==> src/rtl/palette_out_if.sv <==
// Pixel/sync/palette-write bundle between the compositor side and the palette output stage.
interface palette_out_if;
   logic [9:0]  video_hpos_i;
   logic [9:0]  video_vpos_i;
   logic        video_hsync_i;
   logic        video_vsync_i;
   logic [3:0]  color_i;
   logic        pal_wr_en_i;
   logic [3:0]  pal_wr_idx_i;
   logic [11:0] pal_wr_data_i;
   logic [3:0]  vga_r_o;
   logic [3:0]  vga_g_o;
   logic [3:0]  vga_b_o;
   logic        vga_hsync_o;
   logic        vga_vsync_o;
   logic        vblank_o;
   logic [15:0] frame_cnt_o;

   modport slave (
      input  video_hpos_i, video_vpos_i, video_hsync_i, video_vsync_i, color_i,
      input  pal_wr_en_i, pal_wr_idx_i, pal_wr_data_i,
      output vga_r_o, vga_g_o, vga_b_o, vga_hsync_o, vga_vsync_o, vblank_o, frame_cnt_o
   );

   modport master (
      output video_hpos_i, video_vpos_i, video_hsync_i, video_vsync_i, color_i,
      output pal_wr_en_i, pal_wr_idx_i, pal_wr_data_i,
      input  vga_r_o, vga_g_o, vga_b_o, vga_hsync_o, vga_vsync_o, vblank_o, frame_cnt_o
   );
endinterface

==> src/rtl/palette_out.sv <==
// Final video stage: 16x12 palette lookup, blanking, 2-cycle sync alignment, vblank and frame count.
// Optional PALETTE_SHADOW_EN: CPU writes are buffered in a shadow palette and committed at vsync.
module palette_out #(
   parameter int unsigned H_ACTIVE        = 640,
   parameter int unsigned V_ACTIVE        = 480,
   parameter bit          SYNC_ACTIVE_LOW = 1'b1
) (
   input  logic         clk,
   input  logic         rst,
   palette_out_if.slave bus
);
   localparam logic [9:0] H_LIM = 10'(H_ACTIVE);
   localparam logic [9:0] V_LIM = 10'(V_ACTIVE);

   typedef logic [11:0] rgb_t;

   typedef struct packed {
      logic       valid;
      logic       active;
      logic       hsync;
      logic       vsync;
      logic [3:0] color;
   } s0_t;

   typedef struct packed {
      logic       valid;
      logic       active;
      logic       hsync;
      logic       vsync;
      rgb_t       rgb;
   } s1_t;

   function automatic rgb_t grey(input logic [3:0] i);
      return {i, i, i};
   endfunction

   rgb_t        pal_q [16];
   rgb_t        pal_d [16];
   s0_t         s0_q, s0_d;
   s1_t         s1_q, s1_d;
   logic        vs_prev_q;
   logic        vblank_q, vblank_d;
   logic [15:0] frame_cnt_q, frame_cnt_d;
   logic        vs_rise;
   logic        pix_on;

   // Edge register resets high so a vsync already asserted at release is not counted.
   assign vs_rise = bus.video_vsync_i & ~vs_prev_q;

`ifdef PALETTE_SHADOW_EN
   rgb_t        shadow_q [16];
   rgb_t        shadow_d [16];
   logic [15:0] pend_q, pend_d;

   // A write in the commit cycle must survive the pending clear, so it is applied last.
   always_comb begin
      shadow_d = shadow_q;
      pend_d   = pend_q;
      pal_d    = pal_q;
      if (vs_rise) begin
         for (int i = 0; i < 16; i++) begin
            if (pend_q[i]) pal_d[i] = shadow_q[i];
         end
         pend_d = '0;
      end
      if (bus.pal_wr_en_i) begin
         shadow_d[bus.pal_wr_idx_i] = bus.pal_wr_data_i;
         pend_d[bus.pal_wr_idx_i]   = 1'b1;
      end
   end

   always_ff @(posedge clk) begin
      if (!rst) begin
         for (int i = 0; i < 16; i++) shadow_q[i] <= grey(4'(i));
         pend_q <= '0;
      end else begin
         shadow_q <= shadow_d;
         pend_q   <= pend_d;
      end
   end
`else
   // NOTE: combinational blocks assign every output a default first, so no latch can be inferred.
   always_comb begin
      pal_d = pal_q;
      if (bus.pal_wr_en_i) pal_d[bus.pal_wr_idx_i] = bus.pal_wr_data_i;
   end
`endif

   // NOTE: the palette is built from flops so it can reset to the grey ramp; a RAM could not.
   always_ff @(posedge clk) begin
      if (!rst) begin
         for (int i = 0; i < 16; i++) pal_q[i] <= grey(4'(i));
      end else begin
         pal_q <= pal_d;
      end
   end

   always_comb begin
      s0_d.valid  = 1'b1;
      s0_d.active = (bus.video_hpos_i < H_LIM) && (bus.video_vpos_i < V_LIM);
      s0_d.hsync  = bus.video_hsync_i;
      s0_d.vsync  = bus.video_vsync_i;
      s0_d.color  = bus.color_i;

      s1_d.valid  = s0_q.valid;
      s1_d.active = s0_q.active;
      s1_d.hsync  = s0_q.hsync;
      s1_d.vsync  = s0_q.vsync;
      s1_d.rgb    = pal_q[s0_q.color];

      vblank_d    = (bus.video_vpos_i >= V_LIM);
      frame_cnt_d = vs_rise ? frame_cnt_q + 16'd1 : frame_cnt_q;
   end

   always_ff @(posedge clk) begin
      if (!rst) begin
         s0_q        <= '0;
         s1_q        <= '0;
         vs_prev_q   <= 1'b1;
         vblank_q    <= 1'b0;
         frame_cnt_q <= '0;
      end else begin
         s0_q        <= s0_d;
         s1_q        <= s1_d;
         vs_prev_q   <= bus.video_vsync_i;
         vblank_q    <= vblank_d;
         frame_cnt_q <= frame_cnt_d;
      end
   end

   assign pix_on          = s1_q.valid & s1_q.active;
   assign bus.vga_r_o     = pix_on ? s1_q.rgb[11:8] : 4'h0;
   assign bus.vga_g_o     = pix_on ? s1_q.rgb[7:4]  : 4'h0;
   assign bus.vga_b_o     = pix_on ? s1_q.rgb[3:0]  : 4'h0;
   assign bus.vga_hsync_o = (s1_q.valid & s1_q.hsync) ^ SYNC_ACTIVE_LOW;
   assign bus.vga_vsync_o = (s1_q.valid & s1_q.vsync) ^ SYNC_ACTIVE_LOW;
   assign bus.vblank_o    = vblank_q;
   assign bus.frame_cnt_o = frame_cnt_q;
endmodule

==> src/flat_wrapper.sv <==
// flat-port wrapper written by rule: the top's interface ports become plain ports
module palette_out_flat 
#(
   parameter int unsigned H_ACTIVE        = 640,
   parameter int unsigned V_ACTIVE        = 480,
   parameter bit          SYNC_ACTIVE_LOW = 1'b1
)
  (clk, rst, bus_video_hpos_i, bus_video_vpos_i, bus_video_hsync_i, bus_video_vsync_i, bus_color_i, bus_pal_wr_en_i, bus_pal_wr_idx_i, bus_pal_wr_data_i, bus_vga_r_o, bus_vga_g_o, bus_vga_b_o, bus_vga_hsync_o, bus_vga_vsync_o, bus_vblank_o, bus_frame_cnt_o);
  palette_out_if bus_i ();
  input  logic clk;
  input  logic rst;
  input wire logic [$bits(bus_i.video_hpos_i)-1:0] bus_video_hpos_i;
  input wire logic [$bits(bus_i.video_vpos_i)-1:0] bus_video_vpos_i;
  input wire logic [$bits(bus_i.video_hsync_i)-1:0] bus_video_hsync_i;
  input wire logic [$bits(bus_i.video_vsync_i)-1:0] bus_video_vsync_i;
  input wire logic [$bits(bus_i.color_i)-1:0] bus_color_i;
  input wire logic [$bits(bus_i.pal_wr_en_i)-1:0] bus_pal_wr_en_i;
  input wire logic [$bits(bus_i.pal_wr_idx_i)-1:0] bus_pal_wr_idx_i;
  input wire logic [$bits(bus_i.pal_wr_data_i)-1:0] bus_pal_wr_data_i;
  output wire logic [$bits(bus_i.vga_r_o)-1:0] bus_vga_r_o;
  output wire logic [$bits(bus_i.vga_g_o)-1:0] bus_vga_g_o;
  output wire logic [$bits(bus_i.vga_b_o)-1:0] bus_vga_b_o;
  output wire logic [$bits(bus_i.vga_hsync_o)-1:0] bus_vga_hsync_o;
  output wire logic [$bits(bus_i.vga_vsync_o)-1:0] bus_vga_vsync_o;
  output wire logic [$bits(bus_i.vblank_o)-1:0] bus_vblank_o;
  output wire logic [$bits(bus_i.frame_cnt_o)-1:0] bus_frame_cnt_o;
  assign bus_i.video_hpos_i = bus_video_hpos_i;
  assign bus_i.video_vpos_i = bus_video_vpos_i;
  assign bus_i.video_hsync_i = bus_video_hsync_i;
  assign bus_i.video_vsync_i = bus_video_vsync_i;
  assign bus_i.color_i = bus_color_i;
  assign bus_i.pal_wr_en_i = bus_pal_wr_en_i;
  assign bus_i.pal_wr_idx_i = bus_pal_wr_idx_i;
  assign bus_i.pal_wr_data_i = bus_pal_wr_data_i;
  assign bus_vga_r_o = bus_i.vga_r_o;
  assign bus_vga_g_o = bus_i.vga_g_o;
  assign bus_vga_b_o = bus_i.vga_b_o;
  assign bus_vga_hsync_o = bus_i.vga_hsync_o;
  assign bus_vga_vsync_o = bus_i.vga_vsync_o;
  assign bus_vblank_o = bus_i.vblank_o;
  assign bus_frame_cnt_o = bus_i.frame_cnt_o;
  palette_out #(.H_ACTIVE(H_ACTIVE), .V_ACTIVE(V_ACTIVE), .SYNC_ACTIVE_LOW(SYNC_ACTIVE_LOW)) u_core (.clk(clk), .rst(rst), .bus(bus_i));
endmodule
==> config.mk <==
export PLATFORM = sky130hd
export DESIGN_NAME = palette_out_flat
export DESIGN_NICKNAME = d
export VERILOG_FILES = /design/src/rtl/palette_out_if.sv /design/src/rtl/palette_out.sv /design/src/flat_wrapper.sv
export SDC_FILE = /design/constraint.sdc
export NUM_CORES = 1
export LEC_CHECK = 0
export CORE_ASPECT_RATIO = 1.1
export CORE_MARGIN = 2
export CORE_UTILIZATION = 34
export CTS_BUF_LIST = sky130_fd_sc_hd__clkbuf_8
export DETAILED_ROUTE_END_ITERATION = 6
export PLACE_DENSITY = 0.55
export SYNTH_ARGS = -nofsm -noshare
export SYNTH_HDL_FRONTEND = slang
export SYNTH_SLANG_ARGS = --single-unit
export TNS_END_PERCENT = 1
==> constraint.sdc <==
create_clock -name clk -period 2.9 [get_ports clk]
set_input_delay 0.58 -clock clk [delete_from_list [all_inputs] [get_ports clk]]
set_output_delay 0.58 -clock clk [all_outputs]
set_load 0.1 [all_outputs]
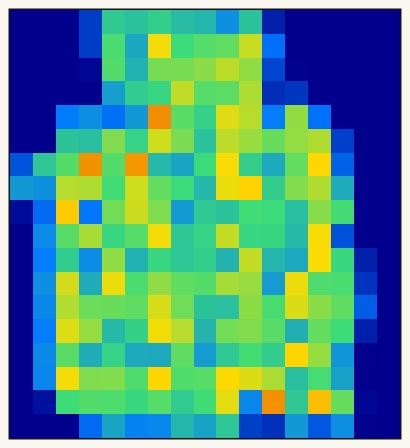
**Above:** cell density map.
The die is cut into 17 by 18 equal tiles; dark blue is low, red is high, 0 to 100% covered.
nearly empty tiles = 24%
emptiest ninth of the die = upper right
fullest tile = 84%
tiles over 75% full = 3.6%
area of the core: 28550 um2
final core area utilization: 0.4051
Pre-Place Util: 0.3446

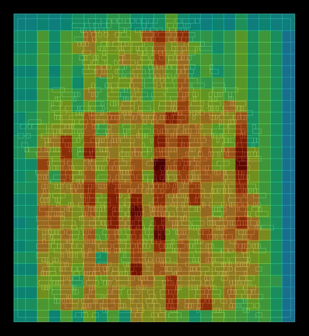
**Above:** routing congestion map.
GR Layer Usage met3: 0.03123
met2 Resource Use GR: 0.3444

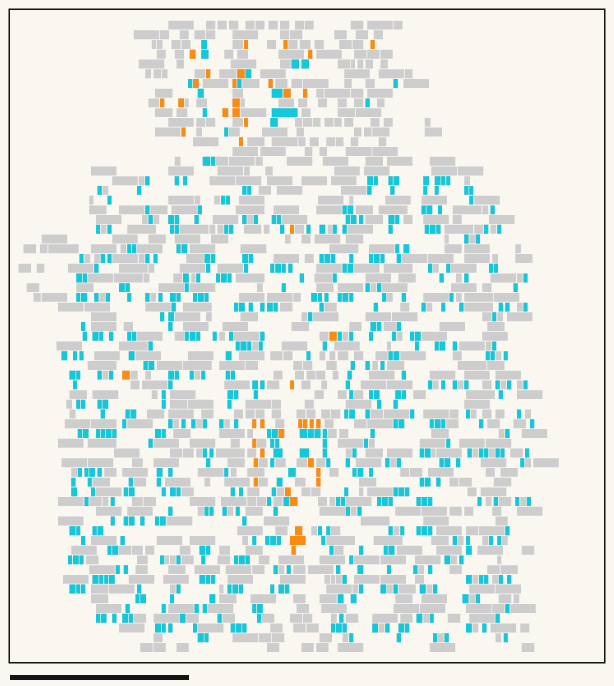
**Above:** gate-type map.
Bar = 50 um.
nand cells -> cyan  # cells 534
nor cells -> orange  # cells 43, where a vertical strip down the middle
most frequent standard cell in the layout excluding fill and tap cells: nand2_1
count of non-filler cells in the finished layout: 1638
logic share of the area: 0.4054

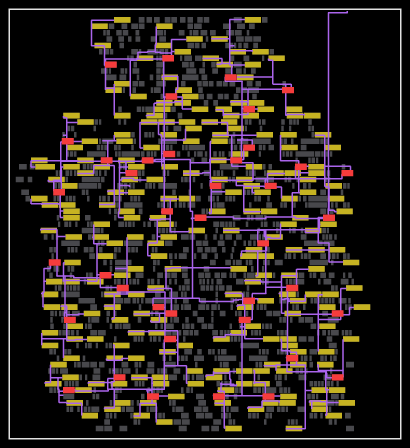
**Above:** clock distribution.
flip-flops -> yellow  # count 234
clock-net drivers -> red  # count 40
clock wires -> purple  # length 3160 um
flops lie = spread over the die
clock network fraction of total power: 0.428
Post-Route Skew: 0.03215 ns
power dissipated in the clock network: 2.90 mW
clock latency on the worst-skew pair: 0.54 ns

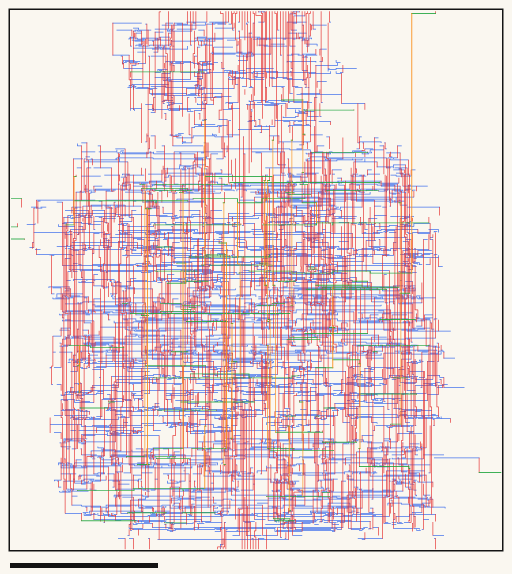
**Above:** metal layers overlaid.
Bar = 50 um.
M2 -> red  # wire length 15000 um
M1 -> blue  # wire length 12700 um
M3 -> green  # wire length 1350 um
M4 -> orange  # wire length 1250 um
wire length after detailed routing: 30330 um
GRT Resource Usage Total: 0.1987
Via Count: 8441
WL per Instance: 18.51 um

==> flow_summary.yaml <==
# implementation run metrics
setup_path:
  reg_to_reg_startpoint: "u_core.s0_q[2]$_SDFF_PN0_"
  path_class: "reg -> reg"
  worst_setup_path_startpoint: "u_core.s0_q[2]$_SDFF_PN0_"
  timing.critical_path.to_type: "flop"
  timing.reg2reg.worst_path_depth: 4
  worst_ep_required_time_ns: 3.26
drt:
  drt-vias-per-instance: 5.153
  drc_errors: 0
  dr.pass1.iters: 5
run:
  max_cap_violations: 0
  tool_warnings: 40
synthesis:
  synth_top_cell_by_area: "dfxtp_1"
  postSynthRegisterBits: 234
  yosys-stat-area_um2: 9836
  mean_instance_size_in_the_synthesized_netlist_um2: 8.203
  share_of_synthesized_area_occupied_by_flip_flops_and_latches: 0.4763
  synth_cells: 1199
  most_common_cell: "nand2_1"
  synth_async_sr_flop_share: 0
run_status:
  outcome: "finished clean"
layout:
  comb_gates: 855
  seq_share: 0.4054
  area_delta_synth_final_pct: 17.57
  seq_cells: 234
  drive_gt1_frac: 0.1283
floorplan:
  fp-row-count: 65
  nWellTaps: 368
  die_w_um: 166.2
clock_tree:
  clk_root_buffer_cell: "clkbuf_8"
  cts.htree.levels: 2
global_routing:
  top_usage_layer: "met2"
sta:
  fin_crit_ns: 2.141
  setup-violations-final: 0
power:
  pwr_density_cell_nw_per_um2: 584.8
  leakagePower_nw: 4.633
min_path:
  holdCritPathClass: "in -> reg"
[flip-flops by register name, indices dropped and copies added, names as in the netlist]
name                    count
u_core.pal_q              192
u_core.s0_q                 8
u_core.bus.frame_cnt_o     16
u_core.bus.vblank_o         1
u_core.vs_prev_q            1
u_core.s1_q                16
[where the power goes]
| group | switching [mW] | internal (mW) |
|---|---|---|
| clock network | 1.30 | 1.59 |
| logic | 0.342 | 0.190 |
| registers | 0.0476 | 3.29 |
| total | 1.69 | 5.07 |
[layer usage]
layer	part of all wire	wire, um	up-vias
li1	-	-	4125
met1	0.42	12740	4033
met2	0.49	14990	222
met3	0.045	1353	61
met4	0.041	1248	0
met5	0	0	-
Power and IR drop assume default switching activity.
